### src/rtl/mem_access_ctrl.sv
// Sequencer between a CPU load/store port and a strobed data RAM (setup, enable pulse, release, respond).
// Optional build macro MEM_ACCESS_ALIGN_CHECK_EN adds alignment and 256-byte range checks on requests.
module mem_access_ctrl #(
    parameter int unsigned STROBE_CYCLES = 1
) (
    input  logic        clk,
    input  logic        reset,
    input  logic        req_valid,
    output logic        req_ready,
    input  logic        req_rw,
    input  logic [31:0] req_addr,
    input  logic [31:0] req_wdata,
    input  logic [1:0]  req_size,
    input  logic        req_signed,
    output logic        resp_valid,
    output logic [31:0] resp_rdata,
    output logic        resp_err,
    output logic        mem_enable,
    output logic        mem_rw,
    output logic [31:0] mem_addr,
    output logic [31:0] mem_wdata,
    output logic [1:0]  mem_size,
    input  logic [31:0] mem_rdata
);

    // state   | meaning
    // IDLE    | ready for a request, mem_enable low
    // SETUP   | address/control/data driven, enable still low
    // STROBE  | mem_enable high for STROBE_CYCLES cycles
    // RELEASE | enable low again; read data captured on exit
    // RESP    | one-cycle resp_valid pulse
    typedef enum logic [2:0] {IDLE, SETUP, STROBE, RELEASE, RESP} state_t;

    localparam logic [3:0] STROBE_LOAD = 4'(STROBE_CYCLES - 1);

    state_t     state;
    logic [3:0] strobe_cnt;
    logic       signed_q;
    logic       req_legal;

    always_comb begin
        req_legal = (req_size != 2'b11);
`ifdef MEM_ACCESS_ALIGN_CHECK_EN
        begin
            logic [32:0] last_byte;
            last_byte = {1'b0, req_addr};
            case (req_size)
                2'b01: begin
                    if (req_addr[0]) req_legal = 1'b0;
                    last_byte = {1'b0, req_addr} + 33'd1;
                end
                2'b10: begin
                    if (req_addr[1:0] != 2'b00) req_legal = 1'b0;
                    last_byte = {1'b0, req_addr} + 33'd3;
                end
                default: last_byte = {1'b0, req_addr};
            endcase
            if (last_byte > 33'd255) req_legal = 1'b0;
        end
`endif
    end

    function automatic logic [31:0] mask_wdata(input logic [31:0] data, input logic [1:0] size);
        case (size)
            2'b00:   mask_wdata = {24'h0, data[7:0]};
            2'b01:   mask_wdata = {16'h0, data[15:0]};
            default: mask_wdata = data;
        endcase
    endfunction

    function automatic logic [31:0] extend_rdata(input logic [31:0] data, input logic [1:0] size,
                                                 input logic sgn);
        case (size)
            2'b00:   extend_rdata = {{24{sgn & data[7]}}, data[7:0]};
            2'b01:   extend_rdata = {{16{sgn & data[15]}}, data[15:0]};
            default: extend_rdata = data;
        endcase
    endfunction

    always_ff @(posedge clk) begin
        if (reset) begin
            state      <= IDLE;
            strobe_cnt <= 4'd0;
            signed_q   <= 1'b0;
            req_ready  <= 1'b1;
            resp_valid <= 1'b0;
            resp_err   <= 1'b0;
            resp_rdata <= 32'h0;
            mem_enable <= 1'b0;
            mem_rw     <= 1'b0;
            mem_addr   <= 32'h0;
            mem_wdata  <= 32'h0;
            mem_size   <= 2'b00;
        end else begin
            resp_valid <= 1'b0;
            resp_err   <= 1'b0;
            case (state)
                IDLE: begin
                    if (req_valid) begin
                        req_ready <= 1'b0;
                        signed_q  <= req_signed;
                        if (req_legal) begin
                            mem_rw    <= req_rw;
                            mem_addr  <= req_addr;
                            mem_size  <= req_size;
                            mem_wdata <= mask_wdata(req_wdata, req_size);
                            state     <= SETUP;
                        end else begin
                            // rejected requests never touch the RAM pins
                            resp_valid <= 1'b1;
                            resp_err   <= 1'b1;
                            resp_rdata <= 32'h0;
                            state      <= RESP;
                        end
                    end
                end
                SETUP: begin
                    mem_enable <= 1'b1;
                    strobe_cnt <= STROBE_LOAD;
                    state      <= STROBE;
                end
                STROBE: begin
                    if (strobe_cnt == 4'd0) begin
                        mem_enable <= 1'b0;
                        state      <= RELEASE;
                    end else begin
                        strobe_cnt <= strobe_cnt - 4'd1;
                    end
                end
                RELEASE: begin
                    resp_valid <= 1'b1;
                    resp_rdata <= mem_rw ? 32'h0 : extend_rdata(mem_rdata, mem_size, signed_q);
                    state      <= RESP;
                end
                RESP: begin
                    req_ready <= 1'b1;
                    state     <= IDLE;
                end
                default: begin
                    mem_enable <= 1'b0;
                    req_ready  <= 1'b1;
                    state      <= IDLE;
                end
            endcase
        end
    end

endmodule

### config.mk
export PLATFORM = sky130hd
export DESIGN_NAME = mem_access_ctrl
export DESIGN_NICKNAME = d
export VERILOG_FILES = /design/src/rtl/mem_access_ctrl.sv
export SDC_FILE = /design/constraint.sdc
export NUM_CORES = 1
export LEC_CHECK = 0
export CORE_MARGIN = 4
export CORE_UTILIZATION = 36
export DETAILED_ROUTE_END_ITERATION = 7
export PLACE_DENSITY = 0.77
export SYNTH_ARGS = -nofsm -noshare
export SYNTH_HDL_FRONTEND = slang
export SYNTH_SLANG_ARGS = --single-unit
### constraint.sdc
create_clock -name clk -period 2.1 [get_ports clk]
set_clock_uncertainty 0.2 [all_clocks]
set_input_delay 0.63 -clock clk [delete_from_list [all_inputs] [get_ports clk]]
set_output_delay 0.63 -clock clk [all_outputs]
set_load 0.05 [all_outputs]
Fig. 1: power grid
Bar = 20 um. Pins as bars on the die edge. Tap cells in gray.
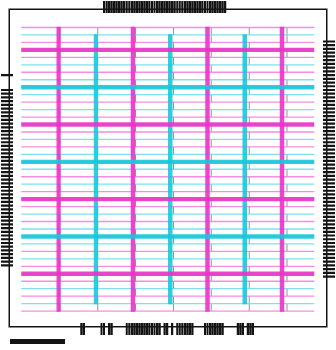
legend:
  VSS:
    color: magenta
  VDD:
    color: cyan
met5 straps: 7
rows: 38
tap cells: 140

Fig. 2: placed cells, one color a class
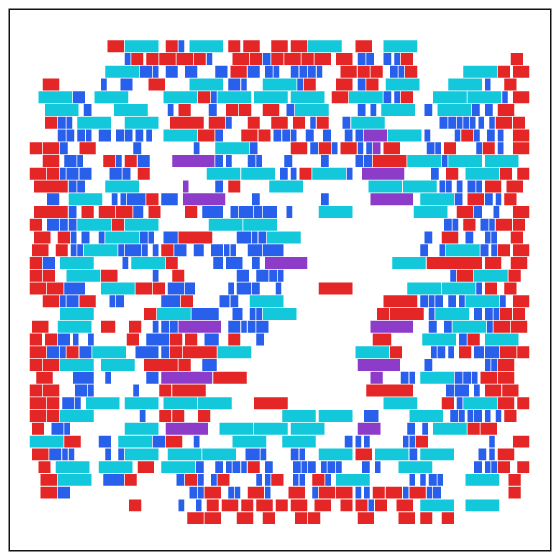
legend:
  other buffers and delay cells:
    color: red
    cells: 239
    share_of_their_area: 35%
  flops:
    color: cyan
    cells: 111
    share_of_their_area: 34%
  combinational and other logic:
    color: blue
    cells: 342
    share_of_their_area: 27%
  clock drivers and dummy loads:
    color: purple
    cells: 15
    share_of_their_area: 4.6%

## registers in the layout, summed over array words and instances, names as in the netlist
signal      flops
resp_rdata     32
mem_size        2
signed_q        1
resp_valid      1
req_ready       1
mem_rw          1
strobe_cnt      4
resp_err        1
mem_wdata      32
mem_addr       32
state           3
mem_enable      1
## repair_timing
action                                 CTS  global route
gates cloned                             4             0
pin swaps                                2             3
buffers inserted                         8             0
setup endpoints to repair               66            22
endpoints found under the hold margin    0             0
resized                                  5             8
## per-stage QoR
step	instances	utilization	cell area, um2
global placement	822	0.5644	6226
floorplan	493	-	4135
detailed placement	822	0.5644	6226
global route	847	0.6082	6709
CTS	849	0.6107	6736
finish	847	0.6082	6709
## power groups by stage
| stage | sequential (mW) | combinational (mW) | clock [mW] |
|---|---|---|---|
| global route | 2.27 | 1.26 | 1.83 |
| CTS | 2.26 | 1.21 | 1.73 |
| detailed placement | 2.31 | 1.09 | 0 |
| floorplan | 2.60 | 0.321 | 0 |
| global placement | 2.30 | 1.07 | 0 |
| finish | 2.26 | 1.18 | 1.70 |
## worst register-to-register path: cells and delay by family, from the launching register on
family	cells	cell delay, ns
and+or+nand+nor	3	0.79
DFF	1	0.32
buffers and inverters	2	0.32
AOI/OAI and AO/OA	1	0.20
## layout make-up
cell class,count,area (um2),share of cell area
Inverter,6,22.52,0.003357
Clock inverter,3,42.54,0.006341
Sequential cell,111,2222,0.3312
Multi-Input combinational cell,336,1733,0.2583
Timing Repair Buffer,239,2257,0.3364
Tap cell,140,175.2,0.02611
Clock buffer,12,256.5,0.03823
## layer usage
layer	GRT usage	share of wire	vias to the layer above
li1	-	-	2084
met1	0.2250	0.42	1956
met2	0.3214	0.49	153
met3	0.04263	0.072	22
met4	0.06416	0.018	0
met5	0	0	-
==> impl_metrics.tcl <==
# flow metrics
set metrics [dict create \
    clockBufferDepth 2 \
    setup_violations 0 \
    synthSimpleGateAreaFrac 0.1921 \
    synth_flops 111 \
    path_buffers 3 \
    top_area_cell "dfxtp_1" \
    comb_power_share 0.229 \
    holdWs_ns 0.2540 \
    top_cell "nand2_1" \
    hold_end "resp_rdata[16]" \
    place_hpwl_mm 9.034 \
    num_rows 38 \
    synth-xor-area-share 0.002118 \
    synthAoiAreaFrac 0.2054 \
    warning_count 26 \
    cap_violations 0 \
    synthCells 493 \
    htree_num_levels 3 \
    rr_endpoint "mem_wdata[18]" \
    start_kind "input pin" \
    ys_area_um2 4135 \
    vias 4215 \
    wl_per_cell_um 14.85 \
    synth.top_cells.by_count "nand2_1 (118), dfxtp_1 (111), a21oi_1 (78)" \
    fmaxAchievable_ghz 0.4871 \
    grtUsageTotal 0.1851 \
    leakage_nw 2.716 \
    p_switching_mw 1.431 \
    critical_path_class "input pin to register" \
    swShare 0.2785 \
    synth.distinct_cells 37 \
    syn_area_um2 4135 \
    r2r_slack_ns 0.16 \
    slowest_stage "or4b_4" \
    status "complete, no violations" \
    slew_headroom 0.7298 \
    p_seq_frac 0.440 \
    final-hold-violation-count 0 \
    period_minus_slack_ns 2.053 \
    drc 0 \
    hold_path_class "register to register" \
    chip_area_um2 13270 \
    numClockSinks 111 \
    antenna_found_initial 0 \
    cts_buffers 9 \
    crit_chain "dlygate4sd2_1, or4b_4, buf_4, nand2b_4, buf_12, a22oi_1, nor2_1" \
    p_int_mw 3.709 \
    grt_pass1_vias 4282 \
    ys_async_sr_fraction 0 \
    holdPathStages 2 \
    synth_top_area_share 0.5374 \
    synth.area.mux_share 0.007564 \
    worstSetupEndpoint "mem_wdata[18]" \
    port_buffers 205 \
    grt_overflow 0 \
    tightest_slew_ns 0.4053 \
    core_area_um2 11030 \
    post-place-ws_ns -0.5398 \
    cts_tree "done" \
    clk_pin_slew_ns 0.07 \
    power_mw 5.140 \
    yosys_most_used_dff "dfxtp_1" \
    ys_seq_frac 0.5374 \
    adder_share 0.003026 \
    via_per_inst 4.976 \
    drtPass1Iterations 4 \
    worstRegToRegCells 6 \
    drt_iter0_markers 294 \
    lay_top_count "buf_4" \
    synth.avg_cell_area_um2 8.388 \
    synth-edff-count 0 \
    power_density_nw_per_um2 766.1 \
    ys.warnings.count 0 \
    diodes 0 \
    lay_top_cells "buf_4 (122), nand2_1 (117), dfxtp_1 (111)" \
    drt_wl_total_mm 12.57 \
    hold_buffers 0 \
    arrival_ns 2.07 \
    drive_gt1_frac 0.2419 \
    p_clk_frac 0.331 \
    die_h_um 115.2 \
    fp_util 0.3749 \
    min-delay-start "resp_rdata[16]" \
    reg2reg_from "state[2]" \
    path_depth 7 \
    ir_worst_vdd_mv 0.3684 \
]
Power figures rest on the tool's default switching activity, not on a simulated workload.
